[src/rtl/mem_alloc_pkg.sv]
// Shared encodings for the slot-pool allocation controller: op codes, FSM states
// and the fixed 3-bit row/column index width.
package mem_alloc_pkg;

   localparam int IDX_W = 3;

   typedef enum logic {
      OP_ALLOC = 1'b0,
      OP_FREE  = 1'b1
   } op_e;

   typedef enum logic [1:0] {
      IDLE   = 2'd0,
      LOOKUP = 2'd1,
      COMMIT = 2'd2
   } state_e;

endpackage

[src/rtl/mem_alloc_ctrl_free_row_finder.sv]
// Combinational priority search: lowest clear bit of a column occupancy vector.
module free_row_finder
   import mem_alloc_pkg::*;
#(
   parameter int NROWS = 6
) (
   input  logic [NROWS-1:0] occ,
   output logic [IDX_W-1:0] idx,
   output logic             found
);

   // Scanning downward lets the lowest free row win the last assignment.
   always_comb begin
      idx   = '0;
      found = 1'b0;
      for (int r = NROWS - 1; r >= 0; r--) begin
         if (!occ[r]) begin
            idx   = IDX_W'(r);
            found = 1'b1;
         end
      end
   end

endmodule

[src/rtl/mem_alloc_ctrl.sv]
// Slot-pool allocation controller: round-robin grant, lowest-free-row alloc, free.
// Optional occupancy/failure counters are built when MEM_ALLOC_STATS_EN is defined.
module mem_alloc_ctrl
   import mem_alloc_pkg::*;
#(
   parameter int NREQ  = 4,
   parameter int NROWS = 6,
   parameter int NCOLS = 6
) (
   input  logic                          clk,
   input  logic                          rst_n,
   input  logic [NREQ-1:0]               req_valid,
   input  logic [NREQ-1:0]               req_op,
   input  logic [NREQ*IDX_W-1:0]         req_col,
   input  logic [NREQ*IDX_W-1:0]         req_row,
   output logic [NREQ-1:0]               req_ready,
   output logic                          rsp_valid,
   output logic [$clog2(NREQ)-1:0]       rsp_id,
   output logic [IDX_W-1:0]              rsp_row,
   output logic                          rsp_ok,
   output logic                          busy,
   output logic [NCOLS-1:0]              col_full
`ifdef MEM_ALLOC_STATS_EN
   ,
   output logic [$clog2(NROWS*NCOLS+1)-1:0] used_cnt,
   output logic [15:0]                   fail_cnt
`endif
);

   localparam int ID_W = $clog2(NREQ);
   localparam logic [IDX_W:0] NROWS_L = (IDX_W + 1)'(NROWS);
   localparam logic [IDX_W:0] NCOLS_L = (IDX_W + 1)'(NCOLS);

   state_e                         state_q, state_d;
   logic [ID_W-1:0]                ptr_q, ptr_d, id_q, id_d, rsp_id_q, rsp_id_d;
   op_e                            op_q, op_d;
   logic [IDX_W-1:0]               col_q, col_d, row_q, row_d;
   logic [IDX_W-1:0]               fr_row_q, fr_row_d, rsp_row_q, rsp_row_d;
   logic                           fr_found_q, fr_found_d;
   logic                           rsp_valid_q, rsp_valid_d, rsp_ok_q, rsp_ok_d;
   logic [NCOLS-1:0][NROWS-1:0]    bmp_q, bmp_d;

   logic                           gnt_vld, gnt_op;
   logic [ID_W-1:0]                gnt_idx, cand;
   logic [IDX_W-1:0]               gnt_col, gnt_row, fr_idx, wr_row;
   logic [NROWS-1:0]               col_vec;
   logic                           fr_found, occ_bit, col_in, row_in, commit_ok, wr_val;

   // Round-robin search starting at the slot after the last grant.
   always_comb begin
      gnt_vld = 1'b0;
      gnt_idx = '0;
      cand    = '0;
      for (int k = 0; k < NREQ; k++) begin
         cand = ptr_q + ID_W'(k);
         if (!gnt_vld && req_valid[cand]) begin
            gnt_vld = 1'b1;
            gnt_idx = cand;
         end
      end
      gnt_op  = 1'b0;
      gnt_col = '0;
      gnt_row = '0;
      for (int i = 0; i < NREQ; i++) begin
         if (ID_W'(i) == gnt_idx) begin
            gnt_op  = req_op[i];
            gnt_col = req_col[IDX_W*i +: IDX_W];
            gnt_row = req_row[IDX_W*i +: IDX_W];
         end
      end
      req_ready = '0;
      if (state_q == IDLE && gnt_vld) req_ready[gnt_idx] = 1'b1;
   end

   // An out-of-range column reads as fully occupied so nothing is ever found there.
   always_comb begin
      col_vec = '1;
      for (int c = 0; c < NCOLS; c++) begin
         if (IDX_W'(c) == col_q) col_vec = bmp_q[c];
      end
      occ_bit = 1'b0;
      for (int r = 0; r < NROWS; r++) begin
         if (IDX_W'(r) == row_q) occ_bit = col_vec[r];
      end
      col_in = ({1'b0, col_q} < NCOLS_L);
      row_in = ({1'b0, row_q} < NROWS_L);
      for (int c = 0; c < NCOLS; c++) col_full[c] = &bmp_q[c];
   end

   free_row_finder #(.NROWS(NROWS)) u_finder (
      .occ   (col_vec),
      .idx   (fr_idx),
      .found (fr_found)
   );

   always_comb begin
      if (op_q == OP_ALLOC) begin
         commit_ok = fr_found_q;
         wr_row    = fr_row_q;
         wr_val    = 1'b1;
      end else begin
         commit_ok = col_in && row_in && occ_bit;
         wr_row    = row_q;
         wr_val    = 1'b0;
      end
   end

   always_comb begin
      state_d     = state_q;
      ptr_d       = ptr_q;
      id_d        = id_q;
      op_d        = op_q;
      col_d       = col_q;
      row_d       = row_q;
      fr_row_d    = fr_row_q;
      fr_found_d  = fr_found_q;
      bmp_d       = bmp_q;
      rsp_valid_d = 1'b0;
      rsp_ok_d    = rsp_ok_q;
      rsp_row_d   = rsp_row_q;
      rsp_id_d    = rsp_id_q;
      case (state_q)
         IDLE: begin
            if (gnt_vld) begin
               id_d    = gnt_idx;
               op_d    = gnt_op ? OP_FREE : OP_ALLOC;
               col_d   = gnt_col;
               row_d   = gnt_row;
               ptr_d   = gnt_idx + 1'b1;
               state_d = LOOKUP;
            end
         end
         LOOKUP: begin
            fr_row_d   = fr_idx;
            fr_found_d = fr_found && col_in;
            state_d    = COMMIT;
         end
         COMMIT: begin
            rsp_valid_d = 1'b1;
            rsp_id_d    = id_q;
            rsp_ok_d    = commit_ok;
            rsp_row_d   = (op_q == OP_FREE) ? row_q : (commit_ok ? fr_row_q : '0);
            if (commit_ok) begin
               for (int c = 0; c < NCOLS; c++) begin
                  for (int r = 0; r < NROWS; r++) begin
                     if (IDX_W'(c) == col_q && IDX_W'(r) == wr_row) bmp_d[c][r] = wr_val;
                  end
               end
            end
            state_d = IDLE;
         end
         default: state_d = IDLE;
      endcase
   end

   always_ff @(posedge clk or negedge rst_n) begin
      if (!rst_n) begin
         state_q     <= IDLE;
         ptr_q       <= '0;
         bmp_q       <= '0;
         rsp_valid_q <= 1'b0;
         rsp_ok_q    <= 1'b0;
         rsp_row_q   <= '0;
         rsp_id_q    <= '0;
      end else begin
         state_q     <= state_d;
         ptr_q       <= ptr_d;
         bmp_q       <= bmp_d;
         rsp_valid_q <= rsp_valid_d;
         rsp_ok_q    <= rsp_ok_d;
         rsp_row_q   <= rsp_row_d;
         rsp_id_q    <= rsp_id_d;
      end
   end

   always_ff @(posedge clk) begin
      id_q       <= id_d;
      op_q       <= op_d;
      col_q      <= col_d;
      row_q      <= row_d;
      fr_row_q   <= fr_row_d;
      fr_found_q <= fr_found_d;
   end

   assign rsp_valid = rsp_valid_q;
   assign rsp_id    = rsp_id_q;
   assign rsp_row   = rsp_row_q;
   assign rsp_ok    = rsp_ok_q;
   assign busy      = (state_q != IDLE);

`ifdef MEM_ALLOC_STATS_EN
   localparam int CNT_W = $clog2(NROWS*NCOLS+1);
   logic [CNT_W-1:0] used_q, used_d;
   logic [15:0]      fail_q, fail_d;

   always_comb begin
      used_d = used_q;
      fail_d = fail_q;
      if (state_q == COMMIT) begin
         if (commit_ok) used_d = (op_q == OP_ALLOC) ? used_q + 1'b1 : used_q - 1'b1;
         else if (fail_q != 16'hFFFF) fail_d = fail_q + 16'd1;
      end
   end

   always_ff @(posedge clk or negedge rst_n) begin
      if (!rst_n) begin
         used_q <= '0;
         fail_q <= '0;
      end else begin
         used_q <= used_d;
         fail_q <= fail_d;
      end
   end

   assign used_cnt = used_q;
   assign fail_cnt = fail_q;
`endif

endmodule

[config.mk]
export PLATFORM = sky130hd
export DESIGN_NAME = mem_alloc_ctrl
export DESIGN_NICKNAME = d
export VERILOG_FILES = /design/src/rtl/mem_alloc_pkg.sv /design/src/rtl/mem_alloc_ctrl_free_row_finder.sv /design/src/rtl/mem_alloc_ctrl.sv
export SDC_FILE = /design/constraint.sdc
export NUM_CORES = 1
export LEC_CHECK = 0
export ABC_CLOCK_PERIOD_IN_PS = 2180
export CAP_MARGIN = 20
export CORE_ASPECT_RATIO = 1.1
export CORE_MARGIN = 5
export CORE_UTILIZATION = 35
export CTS_BUF_LIST = sky130_fd_sc_hd__clkbuf_4 sky130_fd_sc_hd__clkbuf_8 sky130_fd_sc_hd__clkbuf_16
export DETAILED_ROUTE_END_ITERATION = 7
export HOLD_SLACK_MARGIN = 0.15
export PLACE_DENSITY = 0.66
export SYNTH_ARGS = -nofsm -noshare
export SYNTH_HDL_FRONTEND = slang
export SYNTH_HIERARCHICAL = 1
export SYNTH_SLANG_ARGS = --single-unit
[constraint.sdc]
create_clock -name clk -period 2.18 [get_ports clk]
set_clock_uncertainty 0.15 [all_clocks]
set_input_delay 0.327 -clock clk [delete_from_list [all_inputs] [get_ports clk]]
set_output_delay 0.327 -clock clk [all_outputs]
set_load 0.1 [all_outputs]
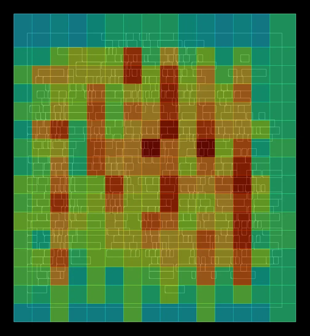
(run_1/congestion.png)
drt wl/cell: 17.2 um
Layout Utilization: 54.1%
met3 GRT Util: 4.40%
gr usage total: 18.5%
global-route met2 utilization: 31.9%

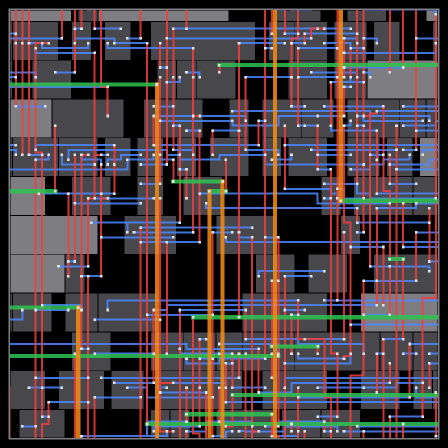
(run_1/detail.png)
Region (38, 66) to (68, 96) um. Cells in gray, sequential cells in the stronger gray; small squares are vias.
[green] metal 3
[orange] metal 4
[blue] metal 1
[red] metal 2
sequential cells in the window: 3
cells with their middle in the window: 72
most frequent: buf_4 (12), nor2_1 (9), a21oi_1 (7)
netlist names of flops here include: bmp_q (2), fr_row_q (1)

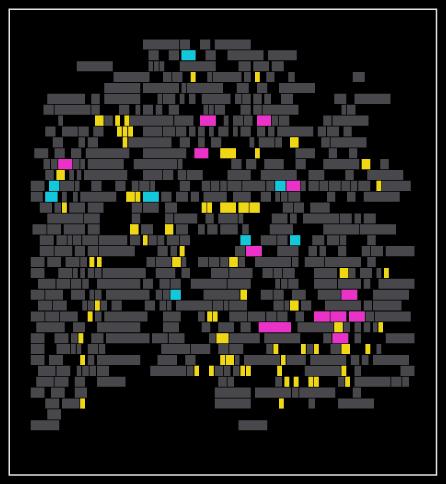
(run_1/logic_types.png)
Scale: 4 px per um.
[cyan] non-inverting ao/oa cells | cells: 8
[magenta] mux cells | cells: 12
[yellow] nand cells | cells: 65

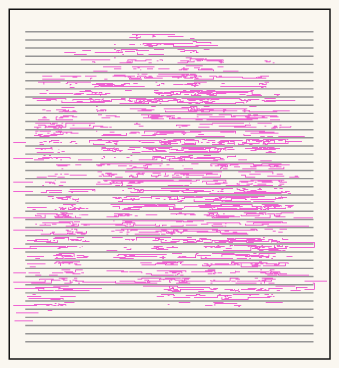
(run_1/layer_met1.png)
Scale: 3 px per um. Supply wires on this layer in gray.
wire length on this layer: 4680 um
longest straight run: 32.2 um
share of all routed wire: 42%
Routed WL: 11100 um
Vias: 3556
met1 GRT Util: 22.6%

==> qor.txt, run 1 <==
outcome -> finished, violations left
failing checks -> negative setup slack
die width -> 106 um
Dominant flop cell -> dfrtp_1
via/cell ratio -> 5.52
Yosys warning count -> 6
XOR/XNOR Fraction of Synth Area -> 0%
worst min path class -> reg2reg
Pwr Density -> 1710 nW/um^2
H-tree depth -> 3
WP data required -> 1.70 ns
maxcap violations -> 0
Async S/R FF share, synth -> 78.3%
share of layout cells above drive strength 1 -> 37.0%
adder-cell share of the synthesized area -> 1.40%
number of global-route vias before repair -> 3674
RSZ-0062 raised after global routing -> true
CTS Buf Count -> 9
largest net degree at the start of global routing -> 48
Starting DRT DRC Count -> 168
Final min period -> 2.44 ns
final setup violation count -> 32
crit-path max FO -> 4
leakage -> 2.24 nW
P_comb -> 6.02 mW
tool warnings -> 32
CP arrival -> 1.96 ns
IO Pins -> 52
placed insts -> 613
final slew viol count -> 0
largest area contributor in the netlist -> dfrtp_1
Rows -> 38
library cells used by synthesis -> 56
Syn Nets -> 444
CORE AREA -> 9940 sq um
worst-case clock buffer depth -> 2
Top area cell types -> dfrtp_1 33%, edfxtp_1 11%, a21oi_1 8.0%
1st-pass router iterations -> 5
MUX share of area -> 3.95%
Synth Seq Share -> 43.8%
Diodes inserted -> 0
Simple-Gate Area Share -> 23.3%
Worst-Margin Slew -> 0.616 ns
grt ovf -> 0
#FFs+latches synth -> 60
post-synth area from yosys stat -> 3580 sq um
nature of the critical path startpoint -> input pin
# DRC -> 0
area grow syn2layout -> 50.1%
Peak VDD IR -> 0.00131 V
Setup crit end kind -> output pin
HPWL Detailed -> 8000 um
Min Hold Slack -> 0.309 ns
Final period util -> 112%
first-pass GRT wire length -> 18200 um
f_max -> 0.410 GHz
clk_lat worst skew -> 0.34 ns
clock group power -> 1.01 mW
antenna-violating nets left -> 0
IO Port Bufs -> 51
Cells after Synth -> 406
switching pwr -> 4.39 mW
Initial Utilization -> 36.0%
Worst-path clk slew -> 0.07 ns
Yosys Instances -> 406
Sinks on Clock Net -> 60
internal power -> 4.80 mW
Root Buffer -> clkbuf_8
CTS tree -> done
Crit Path Class -> in2out
die area -> 12300 sq um
setup ws final -> -0.261 ns
Leading power group -> combinational logic
Dominant comb cell -> AND-OR/OR-AND gates
Die Y-Extent -> 116 um
ao+oa area frac -> 23.3%
Logic pwr share -> 65.5%
Synth top cell by count -> a21oi_1
final setup TNS -> -5.05 ns
relative slew slack -> 59.0%
EDFF count, synth -> 13
-- run 1: repair_timing --
| action | in CTS | in global routing |
|---|---|---|
| setup endpoints to repair | 34 | 34 |
| buffers inserted | 7 | 6 |
| gates cloned | 0 | 1 |
| hold buffers | 1 | 0 |
| pin swaps | 5 | 14 |
| resized | 44 | 44 |
| endpoints found under the hold margin | 47 | 0 |
-- run 1: final cells by class --
| class | instances | area, sq um |
|---|---|---|
| Sequential cell | 60 | 1570 |
| Timing Repair Buffer | 127 | 1240 |
| Tap cell | 120 | 150 |
| Multi-Input combinational cell | 312 | 2180 |
| Inverter | 9 | 33.8 |
| Clock inverter | 3 | 17.5 |
| Clock buffer | 13 | 184 |
| Fill cell | 879 | 4570 |
-- run 1: path summary, 6_finish.rpt --
check                        startpoint      endpoint  slack, ns  depth (start not counted)
max                        req_valid[2]  req_ready[1]      -0.26                          9
min                             id_q[1]     rsp_id[1]       0.31                          2
max reg2reg                    col_q[1]        rsp_ok      -0.20                          7
min reg2reg                     id_q[1]     rsp_id[1]       0.31                          2
max in group asynchronous         rst_n      ptr_q[1]       0.96                          3
min in group asynchronous         rst_n      bmp_q[1]       0.46                          3
-- run 1: per-stage QoR --
step | cell area (sq um) | util, % | total power, mW | worst slack [ns]
after global routing | 5370 | 54.1 | 9.73 | -0.377
final | 5370 | 54.1 | 9.19 | -0.261
after detailed placement | 4720 | 47.5 | 7.13 | -0.417
after global placement | 4720 | 47.5 | 7.03 | -0.341
after floorplan | 3620 | - | 5.21 | -0.0183
after CTS | 5160 | 52.0 | 8.56 | -0.261
-- run 1: routing by layer --
layer | up-vias | share of wire, % | GRT usage [%]
met1 | 1710 | 42 | 22.6
met2 | 102 | 50 | 31.9
li1 | 1724 | - | -
met5 | - | 0 | 0
met4 | 0 | 2.2 | 6.99
met3 | 20 | 6.1 | 4.40
-- run 1: critical path, stage by stage --
cell             delay, ns
clkdlybuf4s50_1       0.46
mux2i_1               0.17
nor2_1                0.08
nor3_2                0.22
buf_4                 0.18
ha_4                  0.13
buf_6                 0.09
and2_4                0.14
buf_12                0.16
-- run 1: state kept, by name, indices dropped and copies added (netlist names) --
| register | count |
|---|---|
| state_q | 2 |
| bmp_q | 36 |
| rsp_row | 3 |
| op_q | 1 |
| ptr_q | 2 |
| rsp_valid | 1 |
| rsp_ok | 1 |
| id_q | 2 |
| row_q | 3 |
| rsp_id | 2 |
| fr_row_q | 3 |
| col_q | 3 |
| fr_found_q | 1 |
-- run 1: logic make-up after synthesis --
kind of cell,count (synthesis)
muxes,12
buffers and inverters,34
DFF,60
and+or+nand+nor,161
adders and majority gates,4
AOI/OAI and AO/OA,135
-- run 1: placed cells by master, fill, tap and decap left out, types with 4 or more instances in the layout --
master	instances
buf_6	13
nor2b_1	9
and2_4	5
clkdlybuf4s50_1	30
clkbuf_8	11
nor3_2	4
a21oi_1	40
a31oi_1	15
mux2_2	6
nor2_1	35
o21ai_1	10
a21oi_2	17
buf_4	67
inv_1	8
o21ai_0	14
a22oi_2	7
nand2_1	45
o21a_1	5
nor4_1	6
and3_1	12
o32ai_2	5
nor2_2	4
dfrtp_1	46
mux2i_1	4
buf_12	13
edfxtp_1	13
nand4_1	8
==> run_1/wires.png <==
Scale: 3 px per um. Only two layers are drawn.
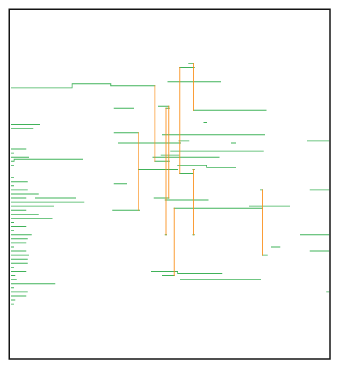

==> run 1 -> run 2 <==
--- a/config.mk
+++ b/config.mk
@@ -7,7 +7,6 @@
 export LEC_CHECK = 0
 export ABC_CLOCK_PERIOD_IN_PS = 2180
 export CAP_MARGIN = 20
-export CORE_ASPECT_RATIO = 1.1
 export CORE_MARGIN = 5
 export CORE_UTILIZATION = 35
 export CTS_BUF_LIST = sky130_fd_sc_hd__clkbuf_4 sky130_fd_sc_hd__clkbuf_8 sky130_fd_sc_hd__clkbuf_16
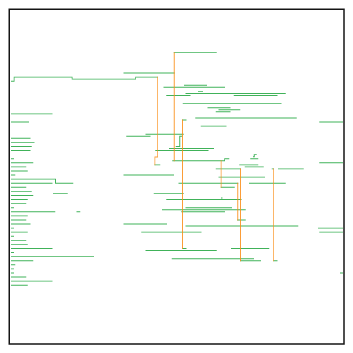
(run_2/wires.png)
Scale: 3 px per um. Only two layers are drawn.
[green] metal 3 | wire length: 967 um
[orange] metal 4 | wire length: 191 um
Vias: 3632
gr usage total: 18.2%
Routed WL: 11700 um
drt wl/cell: 17.6 um

==> qor.txt, run 2 <==
outcome -> finished, violations left (unchanged)
failing checks -> negative setup slack (unchanged)
1st-pass router iterations -> 4 (was 5)
antenna-violating nets left -> 0 (unchanged)
relative slew slack -> 41.2% (was 59.0%)
via/cell ratio -> 5.47 (was 5.52)
max reg flops -> 36 (unchanged)
die width -> 111 um (was 106 um)
WP data required -> 2.27 ns (was 1.70 ns)
largest area contributor in the netlist -> dfrtp_1 (unchanged)
Pwr Density -> 1750 nW/um^2 (was 1710 nW/um^2)
die area -> 12300 sq um (about the same)
Dominant flop cell -> dfrtp_1 (unchanged)
leakage -> 2.32 nW (was 2.24 nW)
Reg with most FFs -> bmp_q (unchanged)
most frequent logic cell in the layout -> buf_4 (unchanged)
library cells used by synthesis -> 56 (unchanged)
clk_lat worst skew -> 0.35 ns (was 0.34 ns)
CTS Buf Count -> 9 (unchanged)
share of layout cells above drive strength 1 -> 40.5% (was 37.0%)
Top area cell types -> dfrtp_1 33%, edfxtp_1 11%, a21oi_1 8.0% (unchanged)
Starting DRT DRC Count -> 162 (was 168)
CORE AREA -> 10100 sq um (was 9940 sq um)
Die Y-Extent -> 111 um (was 116 um)
Yosys warning count -> 6 (unchanged)
Post-Place Cell Area -> 4710 sq um (was 4720 sq um)
Initial Utilization -> 35.3% (was 36.0%)
overall power consumption -> 9.97 mW (was 9.19 mW)
Layout Utilization -> 56.2% (was 54.1%)
# DRC -> 0 (unchanged)
Synth Seq Share -> 43.8% (unchanged)
Cells after Synth -> 406 (unchanged)
nature of the critical path startpoint -> flip-flop (was input pin)
first-pass GRT wire length -> 18300 um (was 18200 um)
Synth top cell by count -> a21oi_1 (unchanged)
Worst-Margin Slew -> 0.882 ns (was 0.616 ns)
Syn Nets -> 444 (unchanged)
Final period util -> 112% (about the same)
number of global-route vias before repair -> 3618 (was 3674)
switching pwr -> 4.81 mW (was 4.39 mW)
CTS tree -> done (unchanged)
Worst-path clk slew -> 0.08 ns (was 0.07 ns)
worst-case clock buffer depth -> 2 (unchanged)
IO Port Bufs -> 51 (unchanged)
Diodes inserted -> 0 (unchanged)
Sinks on Clock Net -> 60 (unchanged)
H-tree depth -> 3 (unchanged)
Logic pwr share -> 68.2% (was 65.5%)
grt ovf -> 0 (unchanged)
Rows -> 37 (was 38)
Top cells excl fill/tap -> 72 x buf_4, 46 x nand2_1, 46 x dfrtp_1, 34 x a21oi_1, 31 x nor2_1 (was 67 x buf_4, 46 x dfrtp_1, 45 x nand2_1, 40 x a21oi_1, 35 x nor2_1)
Setup crit end kind -> flip-flop (was output pin)
worst min path class -> reg2reg (unchanged)
internal power -> 5.16 mW (was 4.80 mW)
Crit Path Class -> reg2reg (was in2out)
f_max -> 0.410 GHz (about the same)
final slew viol count -> 0 (unchanged)
Async S/R FF share, synth -> 78.3% (unchanged)
Yosys Instances -> 406 (unchanged)
RSZ-0062 raised after global routing -> true (unchanged)
crit-path max FO -> 7 (was 4)
tool warnings -> 32 (unchanged)
Root Buffer -> clkbuf_8 (unchanged)
HPWL Detailed -> 7930 um (was 8000 um)
#FFs+latches synth -> 60 (unchanged)
Peak VDD IR -> 0.00104 V (was 0.00131 V)
CP arrival -> 2.52 ns (was 1.96 ns)
pre-CTS setup slack -> -0.475 ns (was -0.417 ns)
area grow syn2layout -> 59.3% (was 50.1%)
Final min period -> 2.44 ns (about the same)
setup ws final -> -0.258 ns (was -0.261 ns)
Sw Ratio -> 48.3% (was 47.8%)
EDFF count, synth -> 13 (unchanged)
final setup violation count -> 33 (was 32)
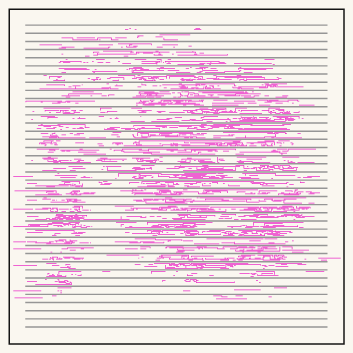
(run_2/layer_met1.png)
Scale: 3 px per um. Supply wires on this layer in gray.
nets with wire on the layer: 511
wire length on this layer: 4770 um
met1 GRT Util: 22.8%

==> run 2: cell families (layout without fill, tap and decap cells) <==
logic type | Yosys count | in the layout | synth area share, %
AND/OR/NAND/NOR | 161 | 161 | 23.3
flip-flops | 60 | 60 | 43.8
AND-OR/OR-AND | 135 | 135 | 23.3
multiplexers | 12 | 12 | 3.95
buffers and inverters | 34 | 156 | 4.30
adder cells (fa/ha/maj) | 4 | 4 | 1.40
==> run 2: metal layers <==
metal	GRT usage [%]	wire length (um)	up-vias
met3	4.80	967	15
met5	0	0	-
met4	5.60	191	0
li1	-	-	1725
met1	22.8	4770	1749
met2	30.6	5760	143
==> run 2: per-stage QoR <==
step                      hold WS [ns]  std cells  TNS, ns
after floorplan                 -0.119        406   -0.138
after global placement           0.292        624    -6.69
after detailed placement         0.302        624    -7.85
after CTS                        0.320        644    -3.29
after global routing             0.335        664    -8.15
final                            0.308        664    -5.00
==> run 2: cell type report <==
type,count,area [sq um]
Tap cell,136,170
Clock inverter,5,52.6
Multi-Input combinational cell,312,2440
Clock buffer,11,139
Sequential cell,60,1570
Timing Repair Buffer,131,1290
Inverter,9,33.8
Fill cell,853,4440
==> run 2: timing repair <==
action                                 CTS  global route
buffers inserted                         3            19
resized                                 38            82
endpoints found under the hold margin   36             0
pin swaps                                9            25
hold buffers                             1             0
cloned                                   1             1
setup endpoints to repair               33            34
==> run 2: worst max-delay path: stages, from the launching register on <==
cell	delay, ns
edfxtp_1	0.46
buf_6	0.19
nand3b_1	0.25
buf_4	0.24
o221ai_4	0.15
o311ai_4	0.15
a211oi_4	0.32
nor3_4	0.12
a221o_1	0.31
==> run 2: final timing paths <==
path                       startpoint        end  depth (start not counted)  slack, ns
hold / removal                id_q[0]  rsp_id[0]                          2       0.31
setup reg to reg             col_q[2]     rsp_ok                          8      -0.26
min in group asynchronous       rst_n   bmp_q[1]                          2       0.48
hold reg to reg               id_q[0]  rsp_id[0]                          2       0.31
max in group asynchronous       rst_n  bmp_q[12]                          3       0.75
setup / recovery             col_q[2]     rsp_ok                          8      -0.26
==> run 2: power groups by stage <==
stage / sequential [mW] / clock [mW] / combinational (mW)
finish: 2.16 / 1.01 / 6.80
global route: 2.22 / 1.08 / 7.20
CTS: 2.12 / 1.02 / 5.36
detailed placement: 2.14 / 0 / 4.93
global placement: 2.11 / 0 / 4.82
floorplan: 2.40 / 0 / 2.80
No activity file was given, so power comes from the tool's default toggle rates.
